Run 1, I/O nets highlighted:
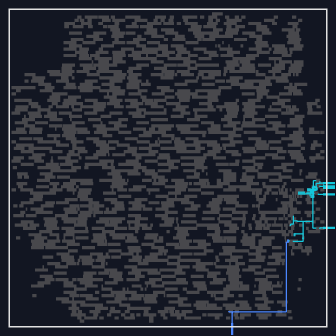
Run 1, register map, names as in the netlist:
Bar = 100 µm.
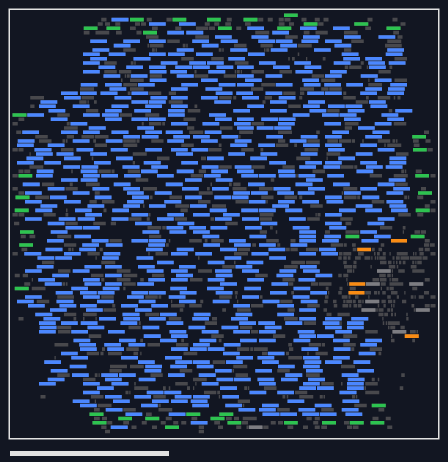
Run 1, the clock network:
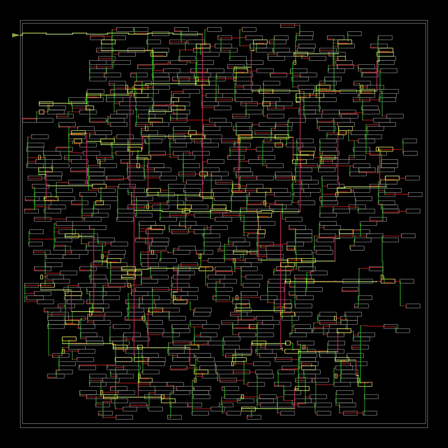
--- config.mk ---
export PLATFORM = sky130hd
export DESIGN_NAME = sync_fifo_ctrl
export DESIGN_NICKNAME = d
export VERILOG_FILES = /design/src/rtl/sync_fifo_ctrl.sv
export SDC_FILE = /design/constraint.sdc
export NUM_CORES = 1
export LEC_CHECK = 0
export ABC_CLOCK_PERIOD_IN_PS = 9900
export CAP_MARGIN = 20
export CORE_UTILIZATION = 38
export DETAILED_ROUTE_END_ITERATION = 7
export PLACE_DENSITY_LB_ADDON = 0.08
export SETUP_SLACK_MARGIN = 0.1
export SYNTH_ARGS = -nofsm -noshare
export SYNTH_HDL_FRONTEND = slang
export SYNTH_SLANG_ARGS = --single-unit
--- constraint.sdc ---
create_clock -name clk -period 9.9 [get_ports clk]
set_clock_uncertainty 0.15 [all_clocks]
set_input_delay 1.98 -clock clk [delete_from_list [all_inputs] [get_ports clk]]
set_output_delay 1.98 -clock clk [all_outputs]
set_load 0.02 [all_outputs]
--- src/rtl/sync_fifo_ctrl.sv ---
// sync_fifo_ctrl: single-clock FIFO controller with integrated storage.
// Buffers same-clock producer/consumer traffic and reports fill level,
// programmable almost-full/almost-empty, and sticky overflow/underflow.
//
// Ports:
//   clk          in   single clock, rising edge
//   rst_n        in   async assert, active-low reset (release synchronised externally)
//   clr          in   synchronous flush, overrides wr_en/rd_en
//   wr_en        in   push request
//   wr_data      in   [DATA_WIDTH] push data
//   rd_en        in   pop request
//   rd_data      out  [DATA_WIDTH] read data (registered, or fall-through when FWFT=1)
//   rd_valid     out  popped word present (standard) / !empty (FWFT)
//   full, empty, almost_full, almost_empty  out  status flags from pointers
//   level        out  [ADDR_WIDTH+1] stored word count, 0..DEPTH
//   overflow     out  sticky: wr_en while full
//   underflow    out  sticky: rd_en while empty
module sync_fifo_ctrl #(
   parameter int DATA_WIDTH   = 41,
   parameter int ADDR_WIDTH   = 4,
   parameter int AFULL_LEVEL  = 14,
   parameter int AEMPTY_LEVEL = 2,
   parameter bit FWFT         = 1'b0
) (
   input  logic                  clk,
   input  logic                  rst_n,
   input  logic                  clr,
   input  logic                  wr_en,
   input  logic [DATA_WIDTH-1:0] wr_data,
   input  logic                  rd_en,
   output logic [DATA_WIDTH-1:0] rd_data,
   output logic                  rd_valid,
   output logic                  full,
   output logic                  empty,
   output logic                  almost_full,
   output logic                  almost_empty,
   output logic [ADDR_WIDTH:0]   level,
   output logic                  overflow,
   output logic                  underflow
);

   localparam int PW    = ADDR_WIDTH + 1;
   localparam int DEPTH = 1 << ADDR_WIDTH;

   localparam logic [PW-1:0] DEPTH_L  = PW'(DEPTH);
   localparam logic [PW-1:0] AFULL_L  = PW'(AFULL_LEVEL);
   localparam logic [PW-1:0] AEMPTY_L = PW'(AEMPTY_LEVEL);

   logic [DATA_WIDTH-1:0] mem [DEPTH];

   logic [PW-1:0] wr_ptr_q, wr_ptr_d;
   logic [PW-1:0] rd_ptr_q, rd_ptr_d;
   logic          ovf_q, ovf_d;
   logic          udf_q, udf_d;
   logic [PW-1:0] level_w;
   logic          full_w, empty_w;
   logic          push_w, pop_w;

   // Extra pointer bit makes full and empty distinguishable by subtraction.
   assign level_w = wr_ptr_q - rd_ptr_q;
   assign full_w  = (level_w == DEPTH_L);
   assign empty_w = (level_w == '0);

   // rst_n gating keeps a write on the asserting edge out of the array.
   assign push_w = wr_en && !full_w  && !clr && rst_n;
   assign pop_w  = rd_en && !empty_w && !clr;

   always_comb begin
      wr_ptr_d = wr_ptr_q;
      rd_ptr_d = rd_ptr_q;
      ovf_d    = ovf_q;
      udf_d    = udf_q;
      if (clr) begin
         wr_ptr_d = '0;
         rd_ptr_d = '0;
         ovf_d    = 1'b0;
         udf_d    = 1'b0;
      end else begin
         if (push_w) wr_ptr_d = wr_ptr_q + 1'b1;
         if (pop_w)  rd_ptr_d = rd_ptr_q + 1'b1;
         if (wr_en && full_w)  ovf_d = 1'b1;
         if (rd_en && empty_w) udf_d = 1'b1;
      end
   end

   always_ff @(posedge clk or negedge rst_n) begin
      if (!rst_n) begin
         wr_ptr_q <= '0;
         rd_ptr_q <= '0;
         ovf_q    <= 1'b0;
         udf_q    <= 1'b0;
      end else begin
         wr_ptr_q <= wr_ptr_d;
         rd_ptr_q <= rd_ptr_d;
         ovf_q    <= ovf_d;
         udf_q    <= udf_d;
      end
   end

   // Storage is deliberately not reset.
   always_ff @(posedge clk) begin
      if (push_w) mem[wr_ptr_q[ADDR_WIDTH-1:0]] <= wr_data;
   end

   generate
      if (FWFT == 1'b0) begin : g_std
         logic [DATA_WIDTH-1:0] rd_data_q, rd_data_d;
         logic                  rd_valid_q, rd_valid_d;

         always_comb begin
            rd_data_d  = rd_data_q;
            rd_valid_d = pop_w;
            if (pop_w) rd_data_d = mem[rd_ptr_q[ADDR_WIDTH-1:0]];
         end

         always_ff @(posedge clk or negedge rst_n) begin
            if (!rst_n) begin
               rd_data_q  <= '0;
               rd_valid_q <= 1'b0;
            end else begin
               rd_data_q  <= rd_data_d;
               rd_valid_q <= rd_valid_d;
            end
         end

         assign rd_data  = rd_data_q;
         assign rd_valid = rd_valid_q;
      end else begin : g_fwft
         // Head word shown directly from the array; zeroed when nothing is stored.
         assign rd_data  = empty_w ? '0 : mem[rd_ptr_q[ADDR_WIDTH-1:0]];
         assign rd_valid = !empty_w;
      end
   endgenerate

   assign full         = full_w;
   assign empty        = empty_w;
   assign almost_full  = (level_w >= AFULL_L);
   assign almost_empty = (level_w <= AEMPTY_L);
   assign level        = level_w;
   assign overflow     = ovf_q;
   assign underflow    = udf_q;

endmodule
==> job_summary.md, run 1 <==
## Implementation flow summary

| Metric | Value |
|---|---|
| Setup violations, final | 0 |
| Die X | 269 µm |
| RSZ-0062 raised after global routing | false |
| Status | completed |
| Sw frac | about a quarter |
| Num tapcells | roughly 940 |
| Design Power | a little over 8000 µW |
| Wire length on met2 | roughly 30 mm |
| Mapped Nets | between 1000 and 1500 |
| CTS max path bufs | 3 |
| Largest area class, layout | flip-flops and latches |
| Ant diodes | 0 |
| Routed length per instance | 26.1 µm |
| Fill cell count | slightly above 6000 |
| Most frequent cells in the layout | edfxtp_1 (656), mux4_2 (164), clkdlybuf4s50_1 (97), o22ai_1 (82), clkbuf_16 (81) |
| Die Y | roughly 270 µm |
| Hold-fix buffers, CTS | 0 |
| Mapped cell area | approximately 27000 µm² |
| Fmax | 0.151 GHz |
| Placed cells | 2220 |
| Post-synthesis cell count | roughly 1200 |
About 'I/O nets highlighted':
port	colour	direction	edge	end cells	buffers	wire
empty	blue	output	south	1	1	121 µm
level	cyan	output	east	5	5	202 µm
PortBufs: 98
# IOs: 99

About 'register map, names as in the netlist':
netlist name	colour	placed flops
mem	blue	656
rd_ptr_q	orange	5
rd_data	green	41
not coloured	8
flop share of the area: 66.5%
Final Core Density: 45.2%

About 'the clock network':
# clock sinks: 710
CTS Buf Count: 79

Run 1, signal wires by layer:
Bar = 100 µm.
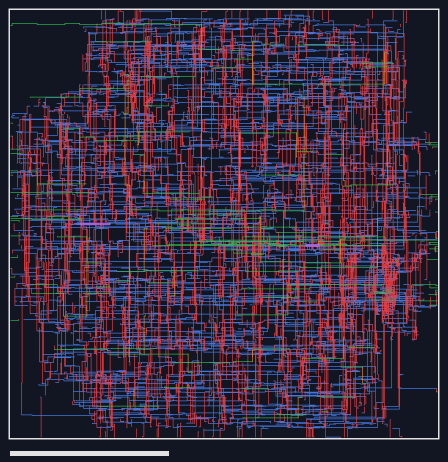

==> run 2, diff against run 1 <==
--- a/config.mk
+++ b/config.mk
@@ -5,7 +5,7 @@
 export SDC_FILE = /design/constraint.sdc
 export NUM_CORES = 1
 export LEC_CHECK = 0
-export ABC_CLOCK_PERIOD_IN_PS = 9900
+export ABC_CLOCK_PERIOD_IN_PS = 6100
 export CAP_MARGIN = 20
 export CORE_UTILIZATION = 38
 export DETAILED_ROUTE_END_ITERATION = 7
==> constraint.sdc (replaced) <==
create_clock -name clk -period 6.1 [get_ports clk]
set_clock_uncertainty 0.15 [all_clocks]
set_input_delay 1.22 -clock clk [delete_from_list [all_inputs] [get_ports clk]]
set_output_delay 1.22 -clock clk [all_outputs]
set_load 0.02 [all_outputs]
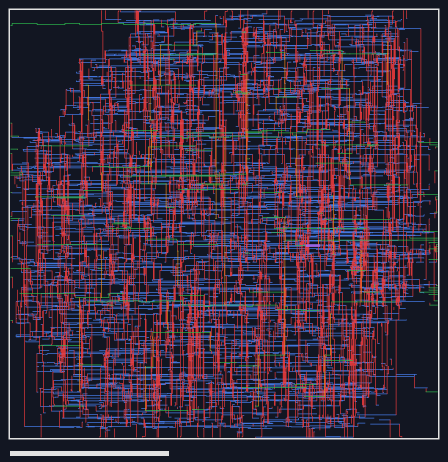
Run 2: signal wires by layer
Bar = 100 µm.
layer	colour	wire length
metal 4	orange	1050 µm
metal 1	blue	29.1 mm
metal 3	green	2280 µm
metal 2	red	31.1 mm
metal 5	purple	7.40 µm
routed length per instance: 26.8 µm
Vias: 12601
Routed Wire Length: 63.5 mm
total track usage: 18.2%

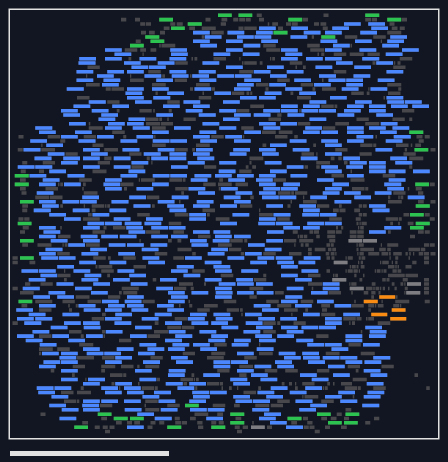
Run 2: register map, names as in the netlist
Bar = 100 µm.
netlist name	colour	placed flops
mem	blue	656
rd_data	green	41
rd_ptr_q	orange	5
not coloured	8
flop share of the area: 66.5%
Sequential Power: 5690 µW
Final Core Density: 45.2%

==> run 2 against run 1 <==
- synthesized cell count stayed put
- core utilization hardly changed
- first-iteration DRC count is 0.32% lower
- worst setup slack worse by 2400 ps
- area after synthesis stayed put
- cell count is 0.17% higher
- clock-buffer cell count is 26 lower
- sequential share of layout area hardly changed
- combinational power is 64% higher
- largest power group unchanged
- sequential power is 62% higher
==> job_summary.md, run 2 <==
## Implementation flow summary

| Metric | Value |
|---|---|
| Sw frac | 26.6% (was 26.1%) |
| Status | completed (unchanged) |
| Num tapcells | 940 (unchanged) |
| Top power group | registers (unchanged) |
| Post-synthesis cell count | 1215 (unchanged) |
| Hold Vio Cnt, Final | 0 (unchanged) |
| Cell Area, Placed | 29200 µm² (was 29100 µm²) |
| CTS max path bufs | 3 (unchanged) |
| Fill cell count | 6040 (was 6036) |
| RSZ-0062 raised after global routing | false (unchanged) |
| Wire length on met2 | 31.1 mm (was 29.8 mm) |
| CP cell instances | ha_1 > fa_1 > nand2b_1 > a21oi_1 > xor2_1 > inv_2 > a2111oi_0 > clkdlybuf4s50_1 (unchanged) |
| Bufs w/o clock | 138 (was 127) |
| Design Power | 12900 µW (was 8050 µW) |
| Finished Layout Cells | 2370 (was 2366) |
| Largest area class, layout | flip-flops and latches (unchanged) |
| Mapped Nets | 1271 (unchanged) |
| Sequential power share | 44.0% (was 43.6%) |
| # IOs | 99 (unchanged) |
| Pre-Place Util | 38.5% (unchanged) |
| Total die size | 72100 µm² (unchanged) |
| Gr ovfl total | 0 (unchanged) |
| Synth mux share | 15.8% (unchanged) |
| PortBufs | 98 (unchanged) |
| GR peak layer | met2 (unchanged) |
| R2R Path End | mem[11][29] (was mem[8][31]) |
| M1 GR Usage | 25.4% (was 25.1%) |
| Ant diodes | 0 (unchanged) |
| Fmax | 0.191 GHz |
| Die Y | 269 µm (unchanged) |
| Mapped cell area | 27000 µm² (unchanged) |
| Placed cells | 2230 (was 2220) |
| P_int | 9500 µW (was 5950 µW) |
| Die X | 269 µm (unchanged) |
| Setup violations, final | 0 (unchanged) |
| Log Warnings | 30 (was 31) |
| # clock sinks | 710 (unchanged) |
| Most frequent cells in the layout | edfxtp_1 (656), mux4_2 (164), clkdlybuf4s50_1 (97), o22ai_1 (82), clkbuf_16 (77) (was edfxtp_1 (656), mux4_2 (164), clkdlybuf4s50_1 (97), o22ai_1 (82), clkbuf_16 (81)) |
| Hold-fix buffers, CTS | 0 (unchanged) |
| Adder share | 0.491% (unchanged) |
| Root Driver | clkbuf_16 (unchanged) |
| Layout cells sized above 1 | 27.2% (was 26.9%) |
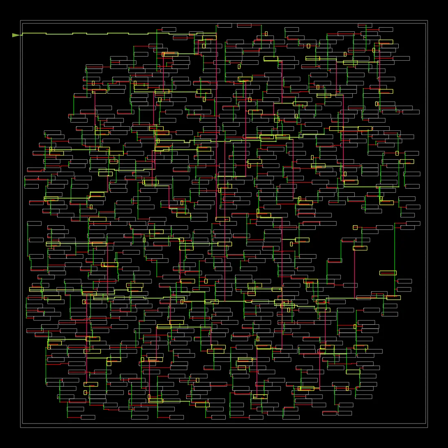
Run 2: the clock network
Clk power: 4510 µW
CTS Buf Count: 76
Flop Count: 710

Run 2, cells by drive strength:
Bar = 100 µm.
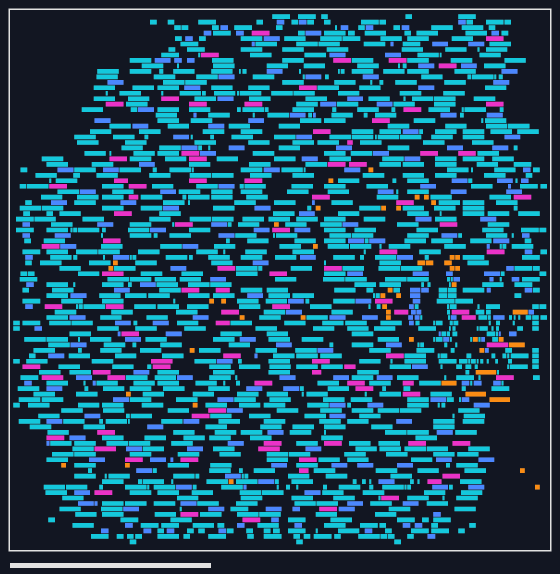

==> run 3, diff against run 2 <==
--- a/config.mk
+++ b/config.mk
@@ -7,6 +7,7 @@
 export LEC_CHECK = 0
 export ABC_CLOCK_PERIOD_IN_PS = 6100
 export CAP_MARGIN = 20
+export CORE_MARGIN = 2
 export CORE_UTILIZATION = 38
 export DETAILED_ROUTE_END_ITERATION = 7
 export PLACE_DENSITY_LB_ADDON = 0.08
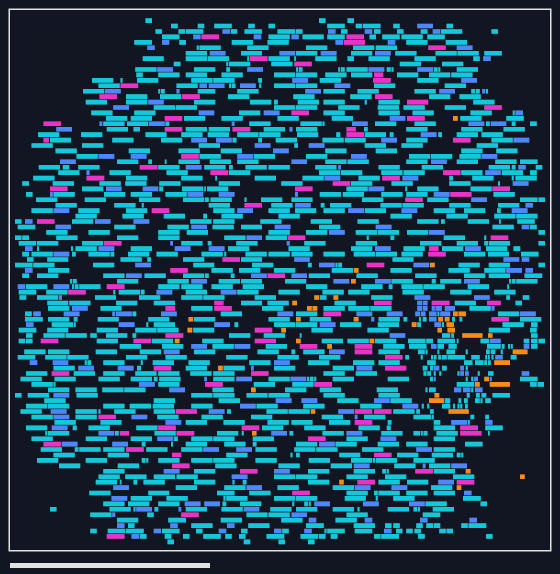
Run 3: cells by drive strength
Bar = 100 µm.
size	colour	cells
_6 and larger	magenta	97
_3 and _4 cells	orange	44
_0 and _1 cells	cyan	1031
_2 cells	blue	254
setup ws final: 997 ps
Area Growth Syn to Fin: 17.5%
bufs w/o clock: 131
finished layout cell area: 31700 µm²

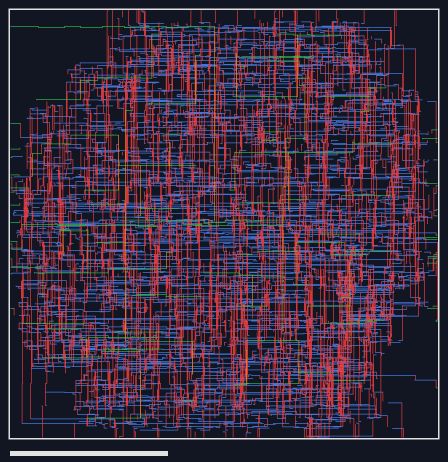
Run 3: signal wires by layer
Bar = 100 µm.
layer	colour	wire length
metal 1	blue	28.9 mm
metal 2	red	31.3 mm
metal 3	green	2220 µm
metal 4	orange	1010 µm
Vias: 12588
routed length per instance: 26.8 µm

==> run 3 against run 2 <==
- non-clock buffer count down 7
- core utilization about the same
- register-to-register slack improved by 20 ps
- highest routed layer is now met4
==> job_summary.md, run 3 <==
## Implementation flow summary

| Metric | Value |
|---|---|
| Status | completed (unchanged) |
| Routed Wire Length | 63.4 mm (was 63.5 mm) |
| Placed cells | 2224 (was 2230) |
| Total track usage | 17.6% (was 18.2%) |
| Post-synthesis cell count | 1215 (unchanged) |
| Root Driver | clkbuf_16 (unchanged) |
| Adder share | 0.491% (unchanged) |
| Finished Layout Cells | 2366 (was 2370) |
| Pre-Place Util | 38.5% (unchanged) |
| Hold Vio Cnt, Final | 0 (unchanged) |
| M1 GR Usage | 25.1% (was 25.4%) |
| Number of remaining DRC errors | 0 (unchanged) |
| Layout cells sized above 1 | 27.7% (was 27.2%) |
| Most frequent cells in the layout | edfxtp_1 (656), mux4_2 (164), clkdlybuf4s50_1 (97), o22ai_1 (82), clkbuf_16 (81) (was edfxtp_1 (656), mux4_2 (164), clkdlybuf4s50_1 (97), o22ai_1 (82), clkbuf_16 (77)) |
| Num tapcells | 940 (unchanged) |
| Synth mux share | 15.8% (unchanged) |
| RSZ-0062 raised after global routing | false (unchanged) |
| # clock sinks | 710 (unchanged) |
| Fill cell count | 6025 (was 6040) |
| Cell Area, Placed | 29200 µm² (about the same) |
| PortBufs | 98 (unchanged) |
| Clk power | 4680 µW (was 4510 µW) |
| # IOs | 99 (unchanged) |
| R2R Path End | mem[6][21] (was mem[11][29]) |
| CTS Buf Count | 78 (was 76) |
| P_int | 9670 µW (was 9500 µW) |
| Die Y | 271 µm (was 269 µm) |
| CTS max path bufs | 3 (unchanged) |
| Ant diodes | 0 (unchanged) |
| Mapped cell area | 27000 µm² (unchanged) |
| Sw frac | 26.3% (was 26.6%) |
| Top power group | registers (unchanged) |
| Setup violations, final | 0 (unchanged) |
| Largest area class, layout | flip-flops and latches (unchanged) |
| Log Warnings | 30 (unchanged) |
| Wire length on met2 | 31.3 mm (was 31.1 mm) |
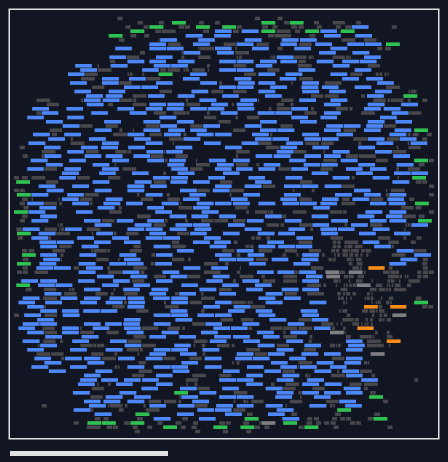
Run 3: register map, names as in the netlist
Bar = 100 µm.
netlist name	colour	placed flops
rd_data	green	41
rd_ptr_q	orange	5
mem	blue	656
not coloured	8
Final Core Density: 45.2%
Sequential Power: 5640 µW
Flop area: 21100 µm²
flop share of the area: 66.4%

Power and IR drop assume default switching activity.
